[src/rtl/des_pkg.sv]
// Shared DES key-schedule constants: PC-1/PC-2 selection tables, per-round shift
// amounts, fixed widths and the scheduler state type.
package des_pkg;

   localparam int unsigned KEY_W    = 64;
   localparam int unsigned HALF_W   = 28;
   localparam int unsigned SUBKEY_W = 48;

   typedef enum logic {IDLE, RUN} state_e;

   // Entries are 1-based DES bit numbers; entry 0 selects output bit 1
   localparam int unsigned PC1_TABLE [56] = '{
      57, 49, 41, 33, 25, 17,  9,
       1, 58, 50, 42, 34, 26, 18,
      10,  2, 59, 51, 43, 35, 27,
      19, 11,  3, 60, 52, 44, 36,
      63, 55, 47, 39, 31, 23, 15,
       7, 62, 54, 46, 38, 30, 22,
      14,  6, 61, 53, 45, 37, 29,
      21, 13,  5, 28, 20, 12,  4
   };

   localparam int unsigned PC2_TABLE [48] = '{
      14, 17, 11, 24,  1,  5,
       3, 28, 15,  6, 21, 10,
      23, 19, 12,  4, 26,  8,
      16,  7, 27, 20, 13,  2,
      41, 52, 31, 37, 47, 55,
      30, 40, 51, 45, 33, 48,
      44, 49, 39, 56, 34, 53,
      46, 42, 50, 36, 29, 32
   };

   localparam int unsigned SHIFT_TABLE [16] = '{
      1, 1, 2, 2, 2, 2, 2, 2, 1, 2, 2, 2, 2, 2, 2, 1
   };

endpackage

[src/rtl/des_rot28.sv]
// Combinational rotate of one 28-bit key half by 1 or 2 places in either direction.
module des_rot28
   import des_pkg::*;
(
   input  logic [HALF_W:1] half,
   input  logic            dir,     // 0 = left, 1 = right
   input  logic [1:0]      amt,
   output logic [HALF_W:1] rotated
);

   always_comb begin
      rotated = half;
      unique case ({dir, amt})
         3'b001:  rotated = {half[HALF_W-1:1], half[HALF_W]};
         3'b010:  rotated = {half[HALF_W-2:1], half[HALF_W:HALF_W-1]};
         3'b101:  rotated = {half[1], half[HALF_W:2]};
         3'b110:  rotated = {half[2:1], half[HALF_W:3]};
         default: rotated = half;
      endcase
   end

endmodule

[src/rtl/des_key_schedule.sv]
// Sequential DES subkey generator: emits K1..K16 (or K16..K1 when decrypting),
// one subkey per valid/ready transfer.
module des_key_schedule
   import des_pkg::*;
(
   input  logic                clk,
   input  logic                rst_n,
   input  logic                start,
   input  logic                decrypt,
   input  logic [KEY_W:1]      key,
   output logic [SUBKEY_W:1]   subkey,
   output logic                subkey_valid,
   input  logic                subkey_ready,
   output logic [4:1]          round,
   output logic                busy,
   output logic                done
);

   state_e             state_q, state_d;
   logic [HALF_W:1]    c_q, c_d, d_q, d_d;
   logic [HALF_W:1]    c_rot_in, d_rot_in, c_rot, d_rot;
   logic [4:1]         step_q, step_d, shift_idx;
   logic               mode_q, mode_d, done_q, done_d;
   logic               rot_dir;
   logic [1:0]         rot_amt;
   logic [2*HALF_W:1]  pc1_out, cd;
   logic               unused_parity;

   assign unused_parity = ^{key[57], key[49], key[41], key[33],
                            key[25], key[17], key[9],  key[1]};

   // Vector index 2*HALF_W+1-b holds DES bit b, so table entries map directly
   always_comb begin
      pc1_out = '0;
      for (int i = 0; i < 2 * HALF_W; i++) begin
         pc1_out[2 * HALF_W - i] = key[KEY_W + 1 - PC1_TABLE[i]];
      end
   end

   assign cd = {c_q, d_q};

   always_comb begin
      subkey = '0;
      for (int i = 0; i < SUBKEY_W; i++) begin
         subkey[SUBKEY_W - i] = cd[2 * HALF_W + 1 - PC2_TABLE[i]];
      end
   end

   // In IDLE the rotators pre-rotate the fresh PC-1 halves left by 1 to form K1
   always_comb begin
      shift_idx = mode_q ? (4'd15 - step_q) : (step_q + 4'd1);
      rot_amt   = 2'(SHIFT_TABLE[shift_idx]);
      rot_dir   = mode_q;
      c_rot_in  = c_q;
      d_rot_in  = d_q;
      if (state_q == IDLE) begin
         c_rot_in = pc1_out[2*HALF_W:HALF_W+1];
         d_rot_in = pc1_out[HALF_W:1];
         rot_amt  = 2'd1;
         rot_dir  = 1'b0;
      end
   end

   des_rot28 u_rot_c (
      .half    (c_rot_in),
      .dir     (rot_dir),
      .amt     (rot_amt),
      .rotated (c_rot)
   );

   des_rot28 u_rot_d (
      .half    (d_rot_in),
      .dir     (rot_dir),
      .amt     (rot_amt),
      .rotated (d_rot)
   );

   always_comb begin
      state_d = state_q;
      c_d     = c_q;
      d_d     = d_q;
      step_d  = step_q;
      mode_d  = mode_q;
      done_d  = 1'b0;
      unique case (state_q)
         IDLE: begin
            if (start) begin
               c_d     = decrypt ? c_rot_in : c_rot;
               d_d     = decrypt ? d_rot_in : d_rot;
               mode_d  = decrypt;
               step_d  = '0;
               state_d = RUN;
            end
         end
         RUN: begin
            if (subkey_ready) begin
               if (step_q == 4'd15) begin
                  state_d = IDLE;
                  done_d  = 1'b1;
               end else begin
                  step_d = step_q + 4'd1;
                  c_d    = c_rot;
                  d_d    = d_rot;
               end
            end
         end
         default: state_d = IDLE;
      endcase
   end

   always_ff @(posedge clk or negedge rst_n) begin
      if (!rst_n) begin
         state_q <= IDLE;
         c_q     <= '0;
         d_q     <= '0;
         step_q  <= '0;
         mode_q  <= 1'b0;
         done_q  <= 1'b0;
      end else begin
         state_q <= state_d;
         c_q     <= c_d;
         d_q     <= d_d;
         step_q  <= step_d;
         mode_q  <= mode_d;
         done_q  <= done_d;
      end
   end

   assign subkey_valid = (state_q == RUN);
   assign busy         = (state_q == RUN);
   assign round        = mode_q ? (4'd15 - step_q) : step_q;
   assign done         = done_q;

endmodule
[config.mk]
export PLATFORM = sky130hd
export DESIGN_NAME = des_key_schedule
export DESIGN_NICKNAME = d
export VERILOG_FILES = /design/src/rtl/des_pkg.sv /design/src/rtl/des_rot28.sv /design/src/rtl/des_key_schedule.sv
export SDC_FILE = /design/constraint.sdc
export NUM_CORES = 1
export LEC_CHECK = 0
export CORE_MARGIN = 5
export CORE_UTILIZATION = 49
export DETAILED_ROUTE_END_ITERATION = 6
export DONT_BUFFER_PORTS = 1
export PLACE_DENSITY_LB_ADDON = 0.3
export SLEW_MARGIN = 20
export SYNTH_ARGS = -nofsm -noshare
export SYNTH_HDL_FRONTEND = slang
export SYNTH_SLANG_ARGS = --single-unit
[constraint.sdc]
create_clock -name clk -period 2.8 [get_ports clk]
set_input_delay 0.56 -clock clk [delete_from_list [all_inputs] [get_ports clk]]
set_output_delay 0.56 -clock clk [all_outputs]
set_load 0.1 [all_outputs]
==> deck_impl_summary.md, run 1 <==
Flow Results at a Glance

Run status
  • Run status: completed

Worst setup path
  • Ordered list of cells on the worst path: buf_4, o22ai_1, a32oi_2, a21oi_2, buf_12, nor2_4, buf_4, mux2i_1, o211ai_1
  • Setup crit end: c_q[2]
  • Count of cell instances traversed by the critical path: 9
  • Crit Path Category: flip-flop to flip-flop
  • Buffer and inverter count on the worst path: 3
  • Largest delay share family, worst path: buffers and inverters
  • Startpoint of the lowest-slack register-to-register path: mode_q
  • Arrival time at the worst endpoint: between 2 and 3 ns
  • Cell type with the highest occurrence count on the critical path: sky130_fd_sc_hd__buf_4
  • Maximum single-stage delay on the critical path: 0.52 ns
  • Critical Path Source: mode_q
  • Required time of the worst setup path: between 3 and 4 ns
  • Capture instance of the worst register-to-register path: c_q[2]
  • Biggest fanout along the worst timing path: 37
  • Reg2Reg Setup Slack: 0.09 ns
  • Startpoint Class: flip-flop
  • Category of the worst setup path capture point: flip-flop
  • R2R cell count: 9
  • CP max stage cell: sky130_fd_sc_hd__dfrtp_4

Clocking
  • Depth of the CTS H-tree: 3
  • CTS tree: built
  • Clock latency on the worst-skew pair: between 0.3 and 0.4 ns
  • TritonCTS Buffers: 9
  • Maximum buffer depth of the clock tree: 2
  • Clk root buf: sky130_fd_sc_hd__clkbuf_16
  • Clock transition at the registers of the reported paths: 0.06 ns
  • Clock sink count: 63

Die
  • Core utilization at floorplan: 0.4953
  • Area of the die: 0.01428 sq mm
  • Number of top-level design ports: 124
  • Width of the chip: 119.5 um
  • Row count: 40
  • Total core area: 0.01186 sq mm

Final timing
  • Count of endpoints failing setup in the final report: 0
  • Transition time of the tightest slew-check pin: 1.132 ns
  • Achievable Freq: 369.6 MHz
  • Max transition margin: 0.2453
  • Final number of max-transition violations: 0
  • Unrepaired setup endpoints after global routing: no
  • Final critical-path share of the clock period: 0.9663
  • Minimum clock period: 2.706 ns
  • Final tally of hold violations: 0

Global route
  • Number of global-route vias before repair: 6061
  • Pin count of the biggest net entering global routing: 64
  • Antenna violations before repair: 1
  • First-pass GRT wire length: 33.29 mm

Synth
  • Avg Inst Size Synth: 7.906 sq um
  • Synth Register Bits: 63
  • Mapped Nets: 815
  • Cell count in the Yosys report: 743
  • Number of enable flip-flop cells: 0
  • Simple-Gate Area Share: 0.1840
  • Share of the synthesized netlist area taken by xor and xnor gates: 0.008733
  • Aoi/oai-family share of the synthesized area: 0.3131
  • Area of the synthesized netlist per yosys stat: about 0.006 sq mm
  • Number of warning messages in the yosys log: 0
  • Adder Share, Synth: 0.006390
  • Fraction of registers with async set/reset: 1.000
  • Gate Count Post-Synth: 743
  • Dominant comb cell: AND-OR/OR-AND gates
  • Proportion of synthesized area in mux cells: 0.09329
  • Proportion of synthesized chip area in sequential cells: 0.2684
  • Top_reg_cell synth: sky130_fd_sc_hd__dfrtp_1

Flow run
  • Count of max-cap constraint violations: 0

Detailed routing
  • Number of routed nets with antenna violations: 0
  • # DRC: 0
  • Average vias per placed instance: 7.206
  • Pre-Repair DR Iteration Count: 5
  • DR WL/cell: 24.69 um
  • Initial detailed-routing violation count: 883
  • Total wirelength of the detailed-routed design: 21.46 mm
  • Via count: about 6300

Hold path
  • Hold/Removal Path Class: input pin to async pin

Place
  • Post-detailed-placement half-perimeter wirelength: ~14 mm
  • Post-placement cell count: 852
  • # port buffers: 0
  • Final Wtd Congestion: ~0.92

Layout
  • Final net count: 790
  • Number of non-filler instances in the completed layout: 869
  • Share of cells above drive strength 1: 0.1872
  • Syn-to-layout area delta: 9.052%
-- run 1: synthesized netlist by cell type (all sizes together) (4+ instances only) --
| cell | instances | area share |
|---|---|---|
| nor2 | 32 | 0.022 |
| a32oi | 10 | 0.016 |
| nand3 | 37 | 0.032 |
| mux2i | 39 | 0.066 |
| o211ai | 11 | 0.014 |
| a211oi | 10 | 0.013 |
| and4 | 4 | 0.0060 |
| a31oi | 53 | 0.056 |
| nand2 | 63 | 0.042 |
| inv | 7 | 0.0045 |
| o21ai | 87 | 0.076 |
| mux2 | 12 | 0.023 |
| nand4 | 8 | 0.0085 |
| xor2 | 4 | 0.0072 |
| buf | 79 | 0.094 |
| nor3 | 8 | 0.011 |
| nor2b | 13 | 0.014 |
| and2 | 6 | 0.0064 |
| a221o | 11 | 0.019 |
| a211o | 8 | 0.012 |
| a221oi | 6 | 0.0089 |
| a21oi | 48 | 0.042 |
| or3 | 18 | 0.020 |
| and3 | 10 | 0.012 |
| dfrtp | 63 | 0.27 |
| a21o | 8 | 0.012 |
| a41oi | 7 | 0.010 |
| clkbuf | 42 | 0.027 |
-- run 1: per-stage QoR --
step           setup TNS, ns  hold WS, ns  worst slack (ns)  area, sq um
2_1_floorplan        -0.6969       0.2644           -0.2323         5897
3_3_place_gp               0       0.2670            0.1657         6082
3_5_place_dp               0       0.2679            0.1213         6082
4_1_cts                    0       0.1057            0.1021         6394
5_1_grt                    0       0.1209          0.005622         6406
6_report                   0      0.08361           0.09434         6406
-- run 1: repair_timing --
item / CTS / global route
setup buffers: 0 / 0
endpoints found under the setup margin: 0 / 13
resized: 0 / 1
hold buffers: 1 / 0
hold endpoints to repair: 63 / 0
-- run 1: registers in the layout, indices dropped and copies added (netlist names) --
register and count:
mode_q 1, c_q 28, d_q 28, done 1
busy 1, step_q 4
-- run 1: routing by layer --
metal | GRT usage | part of all wire | up-vias
met5 | 0 | 0 | -
met4 | 0.1475 | 0.046 | 0
met3 | 0.09566 | 0.12 | 93
met2 | 0.4534 | 0.45 | 485
met1 | 0.3649 | 0.38 | 2975
li1 | - | - | 2709
-- run 1: layout by cell type, fill, tap and decap left out, drive strengths merged, types with 3 or more instances in the layout --
cell,instances
o21ai,88
buf,84
nand2,63
dfrtp,63
a31oi,53
a21oi,48
mux2i,39
nand3,37
nor2,32
or3,18
clkbuf,14
nor2b,13
mux2,12
o211ai,11
a221o,11
a211oi,10
and3,10
a32oi,10
nand4,8
a211o,8
a21o,8
nor3,8
a41oi,7
inv,6
a221oi,6
and2,6
xor2,4
and4,4
nand2b,3
o31ai,3
a22o,3
a21boi,3
o311ai,3
ha,3
-- run 1: layout make-up --
type | instances | area (sq um)
diodes | 1 | 2.502
clock buffers | 14 | 284.0
fillers | 1108 | 5455
inverters | 7 | 26.28
multi-input cells | 553 | 3612
flip-flops and latches | 63 | 1584
well taps | 147 | 183.9
repair buffers | 84 | 713.2
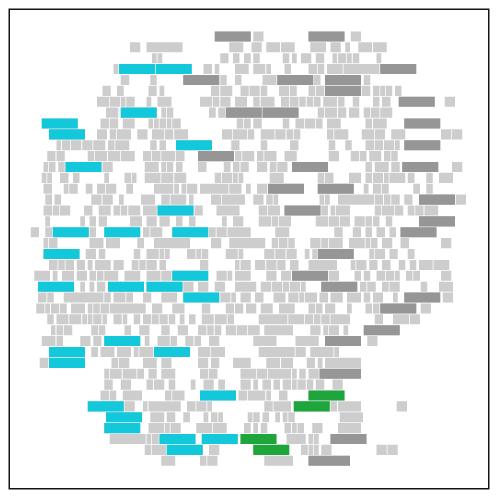
Figure 1: run 1, sequential cells grouped by signal name.
(4 px per um)
| name in the netlist | colour | flops |
|---|---|---|
| `d_q` | cyan | 28 |
| `step_q` | green | 4 |

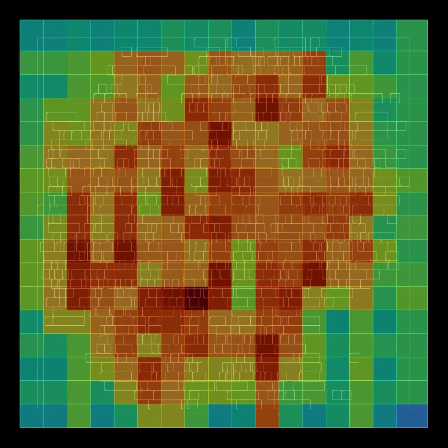
Figure 2: run 1, routing congestion.
met1 layer usage reported by global route: 0.3649
utilization after layout: 0.5401
total track usage: 0.2924
highest-utilization routing layer at the global route stage: met2

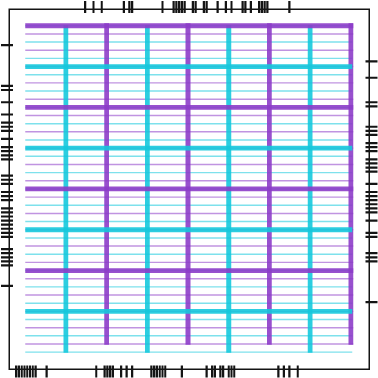
Figure 3: run 1, supply network.
(3 px per um) Pins as bars on the die edge.
| net | colour |
|---|---|
| VDD | purple |
| VSS | cyan |
rows: 40
met5 straps: 8
met1 rails: 41
signal pins: 124
die span in y: 119.5 um

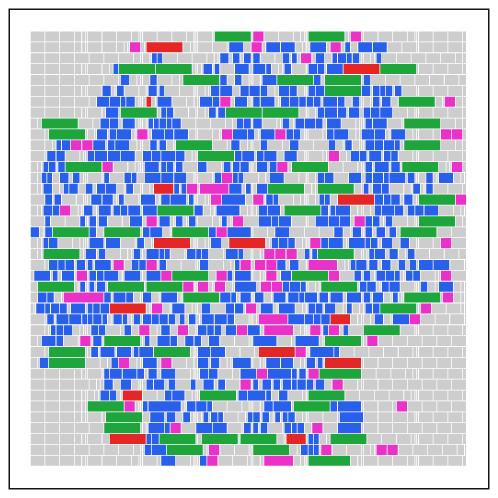
Figure 4: run 1, placed cells, one colour a class.
(4 px per um) Fill, decap, tap and diode cells in grey.
| class | colour | cells | share of their area |
|---|---|---|---|
| sequential cells | green | 63 | 25% |
| remaining buffers and delay cells | magenta | 84 | 11% |
| remaining logic cells | blue | 560 | 58% |
| clock drivers and dummy loads | red | 14 | 4.6% |

==> inputs of run 2 (changes only) <==
--- a/config.mk
+++ b/config.mk
@@ -10,6 +10,7 @@
 export DETAILED_ROUTE_END_ITERATION = 6
 export DONT_BUFFER_PORTS = 1
 export PLACE_DENSITY_LB_ADDON = 0.3
+export REMOVE_ABC_BUFFERS = 1
 export SLEW_MARGIN = 20
 export SYNTH_ARGS = -nofsm -noshare
 export SYNTH_HDL_FRONTEND = slang
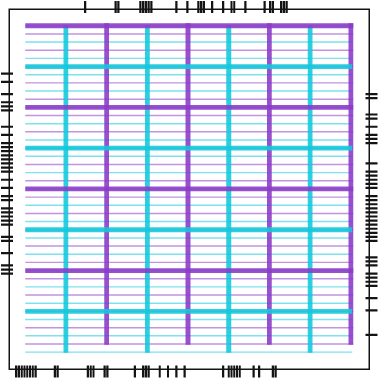
Figure 5: run 2, supply network.
(3 px per um) Pins as bars on the die edge.
| net | colour |
|---|---|
| VSS | cyan |
| VDD | purple |
met1 rails: 41
signal pins: 124
met5 straps: 8
total core area: 0.01186 sq mm
width of the chip: 119.5 um

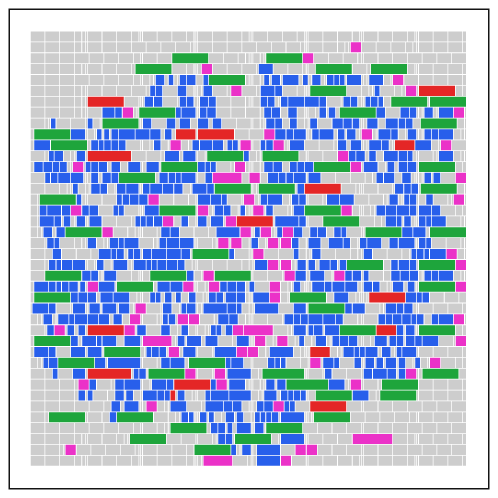
Figure 6: run 2, placed cells, one colour a class.
(4 px per um) Fill, decap, tap and diode cells in grey.
| class | colour | cells | share of their area |
|---|---|---|---|
| sequential cells | green | 63 | 25% |
| clock drivers and dummy loads | red | 16 | 5.5% |
| remaining logic cells | blue | 559 | 58% |
| remaining buffers and delay cells | magenta | 84 | 11% |

==> deck_impl_summary.md, run 2 <==
Flow Results at a Glance

Detailed routing
  • DR WL/cell: 24.31 um (was 24.69 um)
  • Top Metal Used: met4 (unchanged)
  • Via count: 6196 (was 6262)
  • Number of routed nets with antenna violations: 0 (unchanged)
  • Pre-Repair DR Iteration Count: 6 (was 5)
  • Met3 Wirelength: 2.908 mm (was 2.611 mm)
  • Average vias per placed instance: 7.130 (was 7.206)
  • Met1 Wirelength: 7.884 mm (was 8.138 mm)
  • # DRC: 0 (unchanged)

Global route
  • Number of global-route vias before repair: 6077 (was 6061)
  • Antenna violations before repair: 0 (was 1)
  • Pin count of the biggest net entering global routing: 64 (unchanged)
  • First-pass GRT wire length: 33.33 mm (was 33.29 mm)
  • Total track usage: 0.2930 (was 0.2924)

Worst setup path
  • Required time of the worst setup path: 3.08 ns (was 3.01 ns)
  • Ordered list of cells on the worst path: a31oi_1, xor2_2, and2_1, nor2_4, nor3_4, a221o_1 (was buf_4, o22ai_1, a32oi_2, a21oi_2, buf_12, nor2_4, buf_4, mux2i_1, o211ai_1)
  • Biggest fanout along the worst timing path: 15 (was 37)
  • CP max stage cell: sky130_fd_sc_hd__dfrtp_4 (unchanged)
  • Arrival time at the worst endpoint: 2.95 ns (was 2.92 ns)
  • Maximum single-stage delay on the critical path: 0.57 ns (was 0.52 ns)
  • Buffer and inverter count on the worst path: 0 (was 3)
  • Category of the worst setup path capture point: flip-flop (unchanged)
  • Crit Path Category: flip-flop to flip-flop (unchanged)
  • Startpoint Class: flip-flop (unchanged)

Final timing
  • Minimum clock period: 2.665 ns (was 2.706 ns)
  • Max transition margin: 0.2494 (was 0.2453)
  • Transition time of the tightest slew-check pin: 1.126 ns (was 1.132 ns)
  • Unrepaired setup endpoints after global routing: no (unchanged)
  • Final tally of hold violations: 0 (unchanged)
  • Achievable Freq: 375.3 MHz (was 369.6 MHz)
  • Final critical-path share of the clock period: 0.9517 (was 0.9663)
  • Final number of max-transition violations: 0 (unchanged)

Layout
  • Final net count: 789 (was 790)
  • Most frequent logic cell in the layout: sky130_fd_sc_hd__o21ai_0 (unchanged)
  • Share of cells above drive strength 1: 0.1884 (was 0.1872)
  • Syn-to-layout area delta: 9.691% (was 9.052%)
  • Most frequent logic cells in the routed design: sky130_fd_sc_hd__o21ai_0 (83), sky130_fd_sc_hd__buf_4 (79), sky130_fd_sc_hd__nand2_1 (61), sky130_fd_sc_hd__dfrtp_1 (61), sky130_fd_sc_hd__a31oi_1 (53) (was sky130_fd_sc_hd__o21ai_0 (83), sky130_fd_sc_hd__buf_4 (78), sky130_fd_sc_hd__nand2_1 (61), sky130_fd_sc_hd__dfrtp_1 (61), sky130_fd_sc_hd__a31oi_1 (53))
  • Largest registers in the final layout: c_q: 28 flops, d_q: 28 flops, step_q: 4 flops (unchanged)
  • Filler Cells Inserted: 1054 (was 1108)
  • Number of non-filler instances in the completed layout: 869 (unchanged)

Place
  • # port buffers: 0 (unchanged)
  • Post-detailed-placement half-perimeter wirelength: 13.65 mm (was 14.37 mm)
  • Final Wtd Congestion: 0.9376 (was 0.9228)
  • Post-placement cell count: 850 (was 852)

Die
  • Area of the die: 0.01428 sq mm (unchanged)
  • Row count: 40 (unchanged)
  • Core utilization at floorplan: 0.4953 (unchanged)
  • Number of top-level design ports: 124 (unchanged)

Synth
  • Fraction of registers with async set/reset: 1.000 (unchanged)
  • Proportion of synthesized chip area in sequential cells: 0.2684 (unchanged)
  • Number of enable flip-flop cells: 0 (unchanged)
  • Gate Count Post-Synth: 743 (unchanged)
  • Avg Inst Size Synth: 7.906 sq um (unchanged)
  • Most frequent cells after synthesis: sky130_fd_sc_hd__o21ai_0 (83), sky130_fd_sc_hd__dfrtp_1 (63), sky130_fd_sc_hd__nand2_1 (61) (unchanged)
  • Biggest area cells: sky130_fd_sc_hd__dfrtp_1 (27%), sky130_fd_sc_hd__o21ai_0 (7.1%), sky130_fd_sc_hd__mux2i_1 (6.6%) (unchanged)
  • Library cell occupying the most area in the post-synthesis netlist: sky130_fd_sc_hd__dfrtp_1 (unchanged)
  • Cell count in the Yosys report: 743 (unchanged)
  • Library cell with the highest instance count after synthesis: sky130_fd_sc_hd__o21ai_0 (unchanged)
  • Area share of the largest cell type after synthesis: 0.2684 (unchanged)
  • Area of the synthesized netlist per yosys stat: 0.005874 sq mm (unchanged)
  • Top_reg_cell synth: sky130_fd_sc_hd__dfrtp_1 (unchanged)

Clocking
  • TritonCTS Buffers: 9 (unchanged)
  • Clock latency on the worst-skew pair: 0.35 ns (about the same)
  • Clock sink count: 63 (unchanged)
  • Depth of the CTS H-tree: 3 (unchanged)
  • CTS tree: built (unchanged)
  • Maximum buffer depth of the clock tree: 2 (unchanged)
  • Clk root buf: sky130_fd_sc_hd__clkbuf_16 (unchanged)

Run status
  • Run status: completed (unchanged)

Flow run
  • Count of max-cap constraint violations: 0 (unchanged)
[run 2: cell families (layout without fill, tap and decap cells)]
family          after synthesis  after routing  share of synthesized area
compound gates              283            283                     0.3131
simple gates                209            209                     0.1840
mux                          52             52                    0.09329
xor+xnor                      5              5                   0.008735
fa+ha+maj                     3              3                   0.006390
flops                        63             63                     0.2684
buf+inv                     128            107                     0.1261
[run 2: layout make-up]
type / count / area (sq um) / area share
Sequential cell: 63 / 1584 / 0.2458
Multi-Input combinational cell: 552 / 3605 / 0.5594
Tap cell: 147 / 183.9 / 0.02854
Inverter: 7 / 26.28 / 0.004078
Clock buffer: 14 / 284.0 / 0.04408
Clock inverter: 2 / 60.06 / 0.009320
Timing Repair Buffer: 84 / 700.7 / 0.1087
[run 2: what timing repair did]
item | in CTS | in global routing
gates resized | 0 | 1
buffers inserted | 0 | 2
endpoints found under the setup margin | 0 | 2
hold buffers | 1 | 0
endpoints found under the hold margin | 63 | 0
[run 2: final timing paths]
check / start / endpoint / slack, ns / depth (start not counted)
setup / recovery: mode_q / c_q[25] / 0.14 / 6
hold / removal: rst_n / step_q[4] / 0.09 / 1
setup reg to reg: mode_q / c_q[25] / 0.14 / 6
hold reg to reg: d_q[26] / d_q[24] / 0.57 / 1
max in group asynchronous: rst_n / d_q[19] / 2.41 / 1
min in group clk: key[4] / d_q[13] / 0.35 / 2
[run 2: metrics by stage]
step	setup slack, ns	setup TNS, ns	cell area (sq um)	hold slack, ns	util
final	0.1353	0	6444	0.09003	0.5432
after global routing	0.004913	0	6444	0.1077	0.5432
after CTS	0.1404	0	6426	0.1030	0.5418
after detailed placement	0.1557	0	6055	0.2679	0.5104
after global placement	0.2001	0	6055	0.2681	0.5104
after floorplan	-4.477	-245.45	5160	0.2644	-
[run 2: routing by layer]
layer,GRT usage,vias up
met5,0.007353,-
met4,0.1195,0
met3,0.1046,66
met2,0.4424,452
met1,0.3811,2984
li1,-,2694
==> inputs of run 3 (changes only) <==
--- a/config.mk
+++ b/config.mk
@@ -9,6 +9,7 @@
 export CORE_UTILIZATION = 49
 export DETAILED_ROUTE_END_ITERATION = 6
 export DONT_BUFFER_PORTS = 1
+export HOLD_SLACK_MARGIN = 0.06
 export PLACE_DENSITY_LB_ADDON = 0.3
 export REMOVE_ABC_BUFFERS = 1
 export SLEW_MARGIN = 20
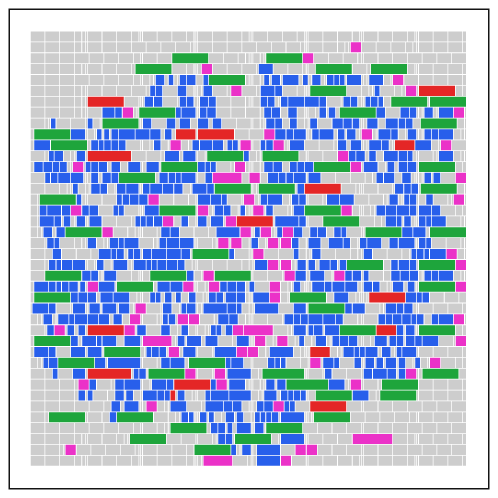
Figure 7: run 3, placed cells, one colour a class.
(4 px per um) Fill, decap, tap and diode cells in grey.
| class | colour | cells | share of their area |
|---|---|---|---|
| clock drivers and dummy loads | red | 16 | 5.5% |
| remaining buffers and delay cells | magenta | 84 | 11% |
| sequential cells | green | 63 | 25% |
| remaining logic cells | blue | 559 | 58% |

==> deck_impl_summary.md, run 3 <==
Flow Results at a Glance

Clocking
  • Depth of the CTS H-tree: 3 (unchanged)
  • Maximum buffer depth of the clock tree: 2 (unchanged)
  • Clk root buf: sky130_fd_sc_hd__clkbuf_16 (unchanged)
  • CTS tree: built (unchanged)
  • TritonCTS Buffers: 9 (unchanged)
  • Clock transition at the registers of the reported paths: 0.06 ns (about the same)
  • Clock latency on the worst-skew pair: 0.35 ns (about the same)

Detailed routing
  • DR WL/cell: 24.31 um (unchanged)
  • Average vias per placed instance: 7.130 (unchanged)
  • Number of routed nets with antenna violations: 0 (unchanged)
  • Initial detailed-routing violation count: 916 (unchanged)
  • # DRC: 0 (unchanged)
  • Via count: 6196 (unchanged)
  • Total wirelength of the detailed-routed design: 21.13 mm (unchanged)

Synth
  • Aoi/oai-family share of the synthesized area: 0.3131 (unchanged)
  • Adder Share, Synth: 0.006390 (unchanged)
  • Share of the synthesized netlist area taken by xor and xnor gates: 0.008733 (unchanged)
  • Number of warning messages in the yosys log: 0 (unchanged)
  • Proportion of synthesized chip area in sequential cells: 0.2684 (unchanged)
  • Synth Register Bits: 63 (unchanged)
  • Top_reg_cell synth: sky130_fd_sc_hd__dfrtp_1 (unchanged)
  • Library cell occupying the most area in the post-synthesis netlist: sky130_fd_sc_hd__dfrtp_1 (unchanged)
  • Area of the synthesized netlist per yosys stat: 0.005874 sq mm (unchanged)
  • Dominant comb cell: AND-OR/OR-AND gates (unchanged)
  • Library cell with the highest instance count after synthesis: sky130_fd_sc_hd__o21ai_0 (unchanged)
  • Biggest area cells: sky130_fd_sc_hd__dfrtp_1 (27%), sky130_fd_sc_hd__o21ai_0 (7.1%), sky130_fd_sc_hd__mux2i_1 (6.6%) (unchanged)
  • Fraction of registers with async set/reset: 1.000 (unchanged)
  • Avg Inst Size Synth: 7.906 sq um (unchanged)
  • Area share of the largest cell type after synthesis: 0.2684 (unchanged)

Worst setup path
  • Startpoint Class: flip-flop (unchanged)
  • Arrival time at the worst endpoint: 2.95 ns (about the same)
  • Buffer and inverter count on the worst path: 0 (unchanged)
  • Required time of the worst setup path: 3.08 ns (about the same)
  • Largest delay share family, worst path: simple AND/OR/NAND/NOR gates (unchanged)
  • Reg2Reg Setup Slack: 0.14 ns (about the same)
  • Maximum single-stage delay on the critical path: 0.57 ns (about the same)
  • Crit Path Category: flip-flop to flip-flop (unchanged)
  • Biggest fanout along the worst timing path: 15 (unchanged)
  • Ordered list of cells on the worst path: a31oi_1, xor2_2, and2_1, nor2_4, nor3_4, a221o_1 (unchanged)
  • CP max stage cell: sky130_fd_sc_hd__dfrtp_4 (unchanged)

Flow run
  • Count of max-cap constraint violations: 0 (unchanged)

Global route
  • Number of global-route vias before repair: 6077 (unchanged)
  • Antenna violations before repair: 0 (unchanged)
  • Total track usage: 0.2930 (unchanged)
  • First-pass GRT wire length: 33.33 mm (unchanged)

Layout
  • Final net count: 789 (unchanged)
  • Most frequent logic cell in the layout: sky130_fd_sc_hd__o21ai_0 (unchanged)
  • Most frequent logic cells in the routed design: sky130_fd_sc_hd__o21ai_0 (83), sky130_fd_sc_hd__buf_4 (79), sky130_fd_sc_hd__nand2_1 (61), sky130_fd_sc_hd__dfrtp_1 (61), sky130_fd_sc_hd__a31oi_1 (53) (unchanged)
  • Share of cells above drive strength 1: 0.1884 (unchanged)
  • Largest registers in the final layout: c_q: 28 flops, d_q: 28 flops, step_q: 4 flops (unchanged)
  • Filler Cells Inserted: 1054 (unchanged)

Final timing
  • Max transition margin: 0.2494 (unchanged)
  • Achievable Freq: 375.3 MHz (unchanged)
  • Final critical-path share of the clock period: 0.9517 (unchanged)
  • Unrepaired setup endpoints after global routing: no (unchanged)
  • Final tally of hold violations: 0 (unchanged)
  • Final number of max-transition violations: 0 (unchanged)
  • Transition time of the tightest slew-check pin: 1.126 ns (unchanged)
  • Count of endpoints failing setup in the final report: 0 (unchanged)
  • Sum Neg Setup Slack: 0 ns (unchanged)
  • Setup slack of the critical path after layout: 0.1353 ns (unchanged)
  • Minimum hold slack: 0.09003 ns (unchanged)

Hold path
  • Hold/Removal Path Class: input pin to async pin (unchanged)

Die
  • Width of the chip: 119.5 um (unchanged)
  • Row count: 40 (unchanged)
  • Core utilization at floorplan: 0.4953 (unchanged)
  • Number of top-level design ports: 124 (unchanged)

Place
  • Final Wtd Congestion: 0.9376 (unchanged)
  • # port buffers: 0 (unchanged)
  • Post-detailed-placement half-perimeter wirelength: 13.65 mm (unchanged)
  • DP Worst Slack: 0.1557 ns (unchanged)

Run status
  • Run status: completed (unchanged)
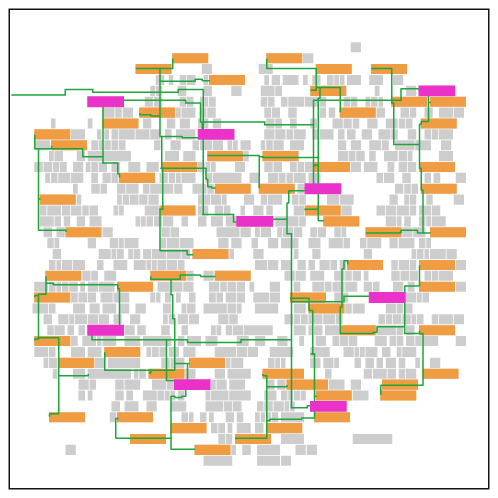
Figure 8: run 3, clock network drawn from the DEF.
(4 px per um)
[clock wires] green | length: 1160 um
[flip-flops] orange | count: 63
[clock-net drivers] magenta | count: 9
flops lie: all over the die
Post-Route Skew: 0.007941 ns

run 3: cell counts after synthesis:
No cell type changed its count.
run 3: area by class of cell:
class	instances	area, sq um	area share
Tap cell	147	183.9	0.02854
Multi-Input combinational cell	552	3605	0.5594
Clock inverter	2	60.06	0.009320
Sequential cell	63	1584	0.2458
Clock buffer	14	284.0	0.04408
Inverter	7	26.28	0.004078
Timing Repair Buffer	84	700.7	0.1087
run 3: cell families (layout without fill, tap and decap cells):
group / Yosys count / in the layout
AND-OR/OR-AND: 283 / 283
AND/OR/NAND/NOR: 209 / 209
buffers and inverters: 128 / 107
flip-flops: 63 / 63
multiplexers: 52 / 52
XOR/XNOR: 5 / 5
adder cells (fa/ha/maj): 3 / 3
run 3: metrics by stage:
stage | util | instances | cell area (sq um)
after CTS | 0.5418 | 867 | 6426
after global routing | 0.5432 | 869 | 6444
after floorplan | - | 622 | 5160
after global placement | 0.5104 | 850 | 6055
after detailed placement | 0.5104 | 850 | 6055
final | 0.5432 | 869 | 6444
run 3: worst paths after layout:
check                           startpoint   endpoint
worst min register to register     d_q[26]    d_q[24]
min in group clk                    key[4]    d_q[13]
worst max-delay path                mode_q    c_q[25]
worst max register to register      mode_q    c_q[25]
max in group asynchronous            rst_n    d_q[19]
worst min-delay path                 rst_n  step_q[4]
run 3: layer usage:
metal  up-vias  global-route usage  wire length (um)
li1       2694                   -                 -
met1      2984              0.3811              7884
met2       452              0.4424              9745
met3        66              0.1046              2908
met4         0              0.1195               590
met5         -            0.007353                 0
run 3: what timing repair did:
action | 4_1_cts | 5_1_grt
gates resized | 0 | 1
setup buffers | 0 | 2
endpoints found under the hold margin | 63 | 0
endpoints found under the setup margin | 0 | 2
hold buffers | 1 | 0
